**config.mk**
```make
export PLATFORM = sky130hd
export DESIGN_NAME = dmem_access_ctrl_flat
export DESIGN_NICKNAME = d
export VERILOG_FILES = /design/src/rtl/dmem_access_ctrl_pkg.sv /design/src/rtl/dmem_access_ctrl_if.sv /design/src/rtl/dmem_lane_align.sv /design/src/rtl/dmem_access_ctrl.sv /design/src/flat_wrapper.sv
export SDC_FILE = /design/constraint.sdc
export NUM_CORES = 1
export LEC_CHECK = 0
export CORE_MARGIN = 8
export CORE_UTILIZATION = 28
export DETAILED_ROUTE_END_ITERATION = 10
export SYNTH_ARGS = -nofsm -noshare
export SYNTH_HDL_FRONTEND = slang
export SYNTH_SLANG_ARGS = --single-unit
```
**constraint.sdc**
```tcl
create_clock -name clk -period 3.8 [get_ports clk]
set_input_delay 0.38 -clock clk [delete_from_list [all_inputs] [get_ports clk]]
set_output_delay 0.38 -clock clk [all_outputs]
set_load 0.03 [all_outputs]
```
**src/rtl/dmem_access_ctrl_pkg.sv**
```systemverilog
// Shared memory-stage definitions: access size codes, controller state, func3 codes.
// Latency: n/a (declarations only).
// Backpressure: n/a.
package cpu_mem_pkg;

    // Access size as carried in func3[1:0]
    localparam logic [1:0] SIZE_B = 2'b00;
    localparam logic [1:0] SIZE_H = 2'b01;
    localparam logic [1:0] SIZE_W = 2'b10;

    // Load/store func3 encodings
    localparam logic [2:0] F3_LB  = 3'b000;
    localparam logic [2:0] F3_LH  = 3'b001;
    localparam logic [2:0] F3_LW  = 3'b010;
    localparam logic [2:0] F3_LBU = 3'b100;
    localparam logic [2:0] F3_LHU = 3'b101;
    localparam logic [2:0] F3_SB  = 3'b000;
    localparam logic [2:0] F3_SH  = 3'b001;
    localparam logic [2:0] F3_SW  = 3'b010;

    typedef enum logic [1:0] {
        IDLE = 2'd0,
        WAIT = 2'd1,
        DONE = 2'd2
    } dmem_state_t;

    // Natural alignment check; size 11 has no legal encoding.
    function automatic logic size_misaligned(input logic [1:0] size, input logic [1:0] off);
        case (size)
            SIZE_B:  return 1'b0;
            SIZE_H:  return off[0];
            SIZE_W:  return off != 2'b00;
            default: return 1'b1;
        endcase
    endfunction

endpackage

```
**src/rtl/dmem_access_ctrl_if.sv**
```systemverilog
// Pipeline <-> data-memory controller request/response bundle.
// Latency: n/a (wires only).
// Backpressure: stall from slave; master holds request fields stable while stall=1.
// master = MEM stage (drives flush and req_*), slave = controller (drives stall, rdata*, misalign).
interface dmem_access_ctrl_if;
    logic        flush;
    logic        req_read;
    logic        req_write;
    logic [1:0]  req_size;
    logic [31:0] req_addr;
    logic [31:0] req_wdata;
    logic [3:0]  req_wmask;
    logic        stall;
    logic [31:0] rdata;
    logic        rdata_valid;
    logic        misalign;

    modport master (
        output flush, req_read, req_write, req_size, req_addr, req_wdata, req_wmask,
        input  stall, rdata, rdata_valid, misalign
    );

    modport slave (
        input  flush, req_read, req_write, req_size, req_addr, req_wdata, req_wmask,
        output stall, rdata, rdata_valid, misalign
    );
endinterface

```
**src/rtl/dmem_lane_align.sv**
```systemverilog
// Byte-lane shifter: LOAD=0 moves data/mask up by off (store), LOAD=1 moves down (load realign).
// Latency: combinational.
// Backpressure: none.
// Ports: off (byte offset), data_in/mask_in -> data_out/mask_out.
module dmem_lane_align #(
    parameter bit LOAD = 1'b0
) (
    input  logic [1:0]  off,
    input  logic [31:0] data_in,
    input  logic [3:0]  mask_in,
    output logic [31:0] data_out,
    output logic [3:0]  mask_out
);
    always_comb begin
        data_out = '0;
        mask_out = '0;
        if (LOAD) begin
            data_out = data_in >> {off, 3'b000};
            mask_out = mask_in >> off;
        end else begin
            data_out = data_in << {off, 3'b000};
            mask_out = mask_in << off;
        end
    end
endmodule

```
**src/rtl/dmem_access_ctrl.sv**
```systemverilog
// MEM-stage data-memory controller: lane-aligns stores, realigns loads, flags misaligned access.
// Latency: store 1 cycle, no stall; load stalls READ_LATENCY+1 cycles, rdata_valid the cycle after.
// Backpressure: stall holds IF..MEM during a load; flush drops an in-flight load.
// Ports: clk, rstn, pipe (slave request/response bundle), bram_* synchronous BRAM port.
module dmem_access_ctrl
    import cpu_mem_pkg::*;
#(
    parameter int ADDR_W       = 12,
    parameter int READ_LATENCY = 1
) (
    input  logic              clk,
    input  logic              rstn,
    dmem_access_ctrl_if.slave pipe,
    output logic              bram_en,
    output logic [3:0]        bram_we,
    output logic [ADDR_W-1:0] bram_addr,
    output logic [31:0]       bram_din,
    input  logic [31:0]       bram_dout
);
    dmem_state_t state;
    logic [1:0]  cnt;
    logic [1:0]  off_q;
    logic [1:0]  size_q;
    logic [31:0] rdata_q;

    logic [1:0]  off;
    logic        bad;
    logic        idle_live;
    logic        do_store;
    logic        do_load;
    logic [31:0] st_data;
    logic [3:0]  st_mask;
    logic [1:0]  ld_off;
    logic [31:0] ld_data;
    logic [3:0]  ld_mask_unused;
    logic        addr_hi_unused;

    assign off            = pipe.req_addr[1:0];
    assign bad            = size_misaligned(pipe.req_size, off);
    assign addr_hi_unused = ^pipe.req_addr[31:ADDR_W+2];

    // rstn is folded in so that every combinational output is zero during reset,
    // even while the pipeline still holds a request on the inputs.
    assign idle_live = rstn && (state == IDLE) && !pipe.flush;
    // A simultaneous read+write is executed as a store.
    assign do_store  = idle_live && pipe.req_write && !bad;
    assign do_load   = idle_live && pipe.req_read && !pipe.req_write && !bad;

    dmem_lane_align #(.LOAD(1'b0)) u_store_align (
        .off      (off),
        .data_in  (pipe.req_wdata),
        .mask_in  (pipe.req_wmask),
        .data_out (st_data),
        .mask_out (st_mask)
    );

    // Word loads are always aligned, so their offset is forced to zero.
    assign ld_off = (size_q == SIZE_W) ? 2'b00 : off_q;

    dmem_lane_align #(.LOAD(1'b1)) u_load_align (
        .off      (ld_off),
        .data_in  (rdata_q),
        .mask_in  (4'hF),
        .data_out (ld_data),
        .mask_out (ld_mask_unused)
    );

    assign bram_en   = do_store || do_load;
    assign bram_we   = do_store ? st_mask : 4'b0000;
    assign bram_din  = rstn ? st_data : '0;
    assign bram_addr = rstn ? pipe.req_addr[ADDR_W+1:2] : '0;

    assign pipe.misalign    = idle_live && (pipe.req_read || pipe.req_write) && bad;
    // Issue cycle plus every WAIT cycle; derived from state and request only, never bram_dout.
    assign pipe.stall       = do_load || ((state == WAIT) && !pipe.flush);
    assign pipe.rdata_valid = (state == DONE) && !pipe.flush;
    assign pipe.rdata       = ld_data;

    always_ff @(posedge clk or negedge rstn) begin
        if (!rstn) begin
            state   <= IDLE;
            cnt     <= 2'd0;
            off_q   <= 2'd0;
            size_q  <= SIZE_B;
            rdata_q <= '0;
        end else begin
            case (state)
                IDLE: begin
                    if (do_load) begin
                        off_q  <= off;
                        size_q <= pipe.req_size;
                        cnt    <= 2'(READ_LATENCY - 1);
                        state  <= WAIT;
                    end
                end
                WAIT: begin
                    if (pipe.flush) begin
                        state <= IDLE;
                    end else if (cnt == 2'd0) begin
                        rdata_q <= bram_dout;
                        state   <= DONE;
                    end else begin
                        cnt <= cnt - 2'd1;
                    end
                end
                DONE:    state <= IDLE;
                default: state <= IDLE;
            endcase
        end
    end
endmodule

```
**src/flat_wrapper.sv**
```systemverilog
// flat-port wrapper written by rule: the top's interface ports become plain ports
module dmem_access_ctrl_flat import cpu_mem_pkg::*;
#(
    parameter int ADDR_W       = 12,
    parameter int READ_LATENCY = 1
)
  (clk, rstn, bram_en, bram_we, bram_addr, bram_din, bram_dout, pipe_flush, pipe_req_read, pipe_req_write, pipe_req_size, pipe_req_addr, pipe_req_wdata, pipe_req_wmask, pipe_stall, pipe_rdata, pipe_rdata_valid, pipe_misalign);
  dmem_access_ctrl_if pipe_i ();
  input  logic clk;
  input  logic rstn;
  output logic bram_en;
  output logic [3:0] bram_we;
  output logic [ADDR_W-1:0] bram_addr;
  output logic [31:0] bram_din;
  input  logic [31:0] bram_dout;
  input wire logic [$bits(pipe_i.flush)-1:0] pipe_flush;
  input wire logic [$bits(pipe_i.req_read)-1:0] pipe_req_read;
  input wire logic [$bits(pipe_i.req_write)-1:0] pipe_req_write;
  input wire logic [$bits(pipe_i.req_size)-1:0] pipe_req_size;
  input wire logic [$bits(pipe_i.req_addr)-1:0] pipe_req_addr;
  input wire logic [$bits(pipe_i.req_wdata)-1:0] pipe_req_wdata;
  input wire logic [$bits(pipe_i.req_wmask)-1:0] pipe_req_wmask;
  output wire logic [$bits(pipe_i.stall)-1:0] pipe_stall;
  output wire logic [$bits(pipe_i.rdata)-1:0] pipe_rdata;
  output wire logic [$bits(pipe_i.rdata_valid)-1:0] pipe_rdata_valid;
  output wire logic [$bits(pipe_i.misalign)-1:0] pipe_misalign;
  assign pipe_i.flush = pipe_flush;
  assign pipe_i.req_read = pipe_req_read;
  assign pipe_i.req_write = pipe_req_write;
  assign pipe_i.req_size = pipe_req_size;
  assign pipe_i.req_addr = pipe_req_addr;
  assign pipe_i.req_wdata = pipe_req_wdata;
  assign pipe_i.req_wmask = pipe_req_wmask;
  assign pipe_stall = pipe_i.stall;
  assign pipe_rdata = pipe_i.rdata;
  assign pipe_rdata_valid = pipe_i.rdata_valid;
  assign pipe_misalign = pipe_i.misalign;
  dmem_access_ctrl #(.ADDR_W(ADDR_W), .READ_LATENCY(READ_LATENCY)) u_core (.clk(clk), .rstn(rstn), .pipe(pipe_i), .bram_en(bram_en), .bram_we(bram_we), .bram_addr(bram_addr), .bram_din(bram_din), .bram_dout(bram_dout));
endmodule
```
==> run summary <==
result of the run = complete, no violations
startpoint type of the worst setup path = flip-flop
overall power of the completed layout = 2.31 mW
end of the worst register-to-register path = u_core.rdata_q[14]
OpenROAD warnings = 44
clock tree from TritonCTS = done
Synth top cells by count = 44 x mux2_2, 44 x mux2i_1, 40 x dfrtp_1
slew of the pin with the lowest slew margin = 0.756 ns
highest-power group = combinational cells
Layout Area Growth over Synthesis = 64.7%
global-route wire length before repair = 16.7 mm
Gate power share = 59.3%
GRT overflow = 0
Net count, final = 560
number of H-tree levels = 2
total clock buffers created by CTS = 5
number of I/O port buffers = 172
number of nets with antenna violations after routing = 0
number of antenna violations at the first check in global routing = 0
Final Hold Violation Tally = 0
pin count of the biggest net entering global routing = 55
setup repair after global routing missed its margin = no
Worst EP arrival = 2.77 ns
Max Root-Sink Buffers = 2
sequential group share of total power = 28.2%
largest fanout on the critical path = 18
final critical path time including I/O delays and setup = 3.15 ns
top area cells in the synthesized netlist = dfrtp_1 34%, mux2_2 17%, mux2i_1 15%
post-synthesis net count = 394
Clock Sink Count = 40
final design instance area without fill = 4880 sq um
Critical path origin = u_core.size_q[1]
number of global-route vias before repair = 2912
post-route clock period utilization = 83.0%
core utilization at floorplan = 28.7%
1st-pass router iterations = 4
critical path endpoint category = primary output
per-cell routed wire length = 18.3 um
cell count after placement = 581
max FFs per register = 32
Core Box Area = 10300 sq um
share of synthesized area occupied by flip-flops and latches = 33.8%
Die Size = 14100 sq um
kinds of logic after synthesis:
logic type | after synthesis
mux | 91
simple gates | 93
buf+inv | 24
fa+ha+maj | 1
compound gates | 37
flops | 40
layer usage:
layer  GRT usage (%)  part of all wire (%)  up-vias
met3            3.73                   5.0       10
met5               0                     0        -
met1            17.0                    41     1347
li1                -                     -     1347
met4            3.56                   1.4        0
met2            27.0                    53       75
worst max-delay path, stage by stage (launching register included):
cell	delay, ns
dfrtp_1	0.38
nand2b_1	0.22
and2_1	0.67
mux4_2	0.59
clkdlybuf4s50_1	0.63
layout make-up:
class	count	share of cell area (%)
Multi-Input combinational cell	222	37.6
Timing Repair Buffer	180	36.3
Sequential cell	40	20.5
Tap cell	136	3.49
Clock buffer	6	1.69
Inverter	3	0.231
Clock inverter	2	0.205
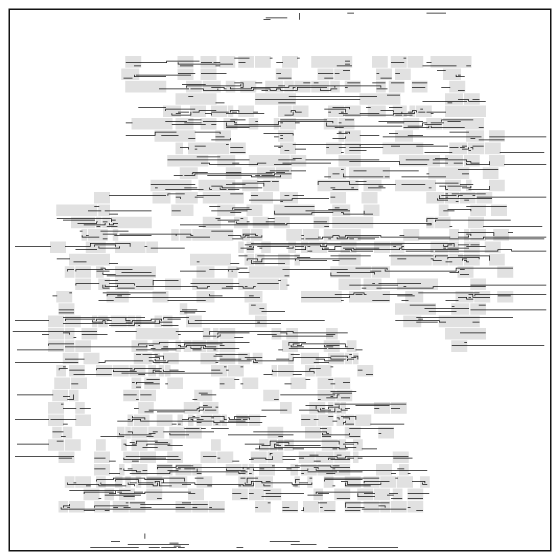
(M1 wires)
longest straight run: 44.6 um
nets with wire on the layer: 497
wire length on this layer: 4380 um
share of all routed wire: 41%
final WL: 10.8 mm
via count of the routed design: 2779
global-route met1 utilization: 17.0%

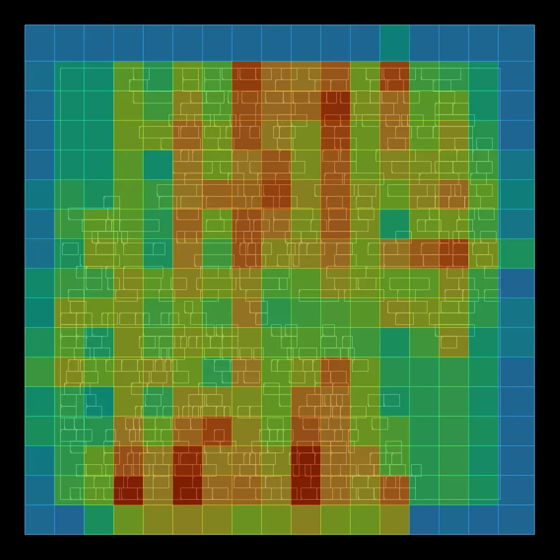
(congestion heat map)
met2 Usage GRT: 27.0%
all-layer global routing usage: 14.8%

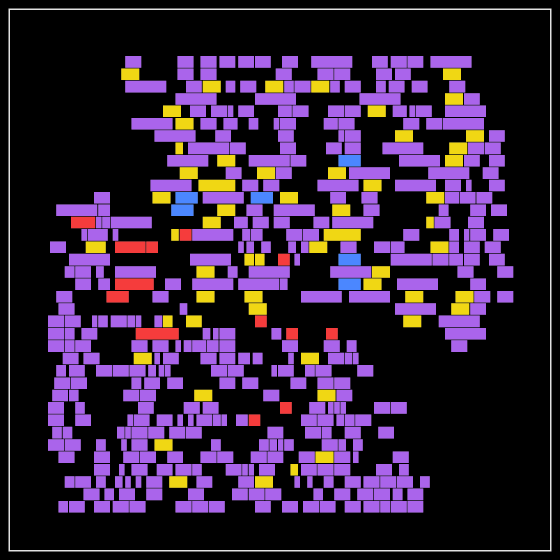
(sizing map)
legend:
  _3 and _4 cells:
    colour: red
    cells: 13
    most_used: buf_4
  _2 cells:
    colour: yellow
    cells: 55
    most_used: mux2_2
  _6 and larger:
    colour: blue
    cells: 6
    most_used: clkbuf_8
  _0 and _1 cells:
    colour: purple
    cells: 379
    most_used: clkdlybuf4s50_1

Power figures rest on the tool's default switching activity, not on a simulated workload.
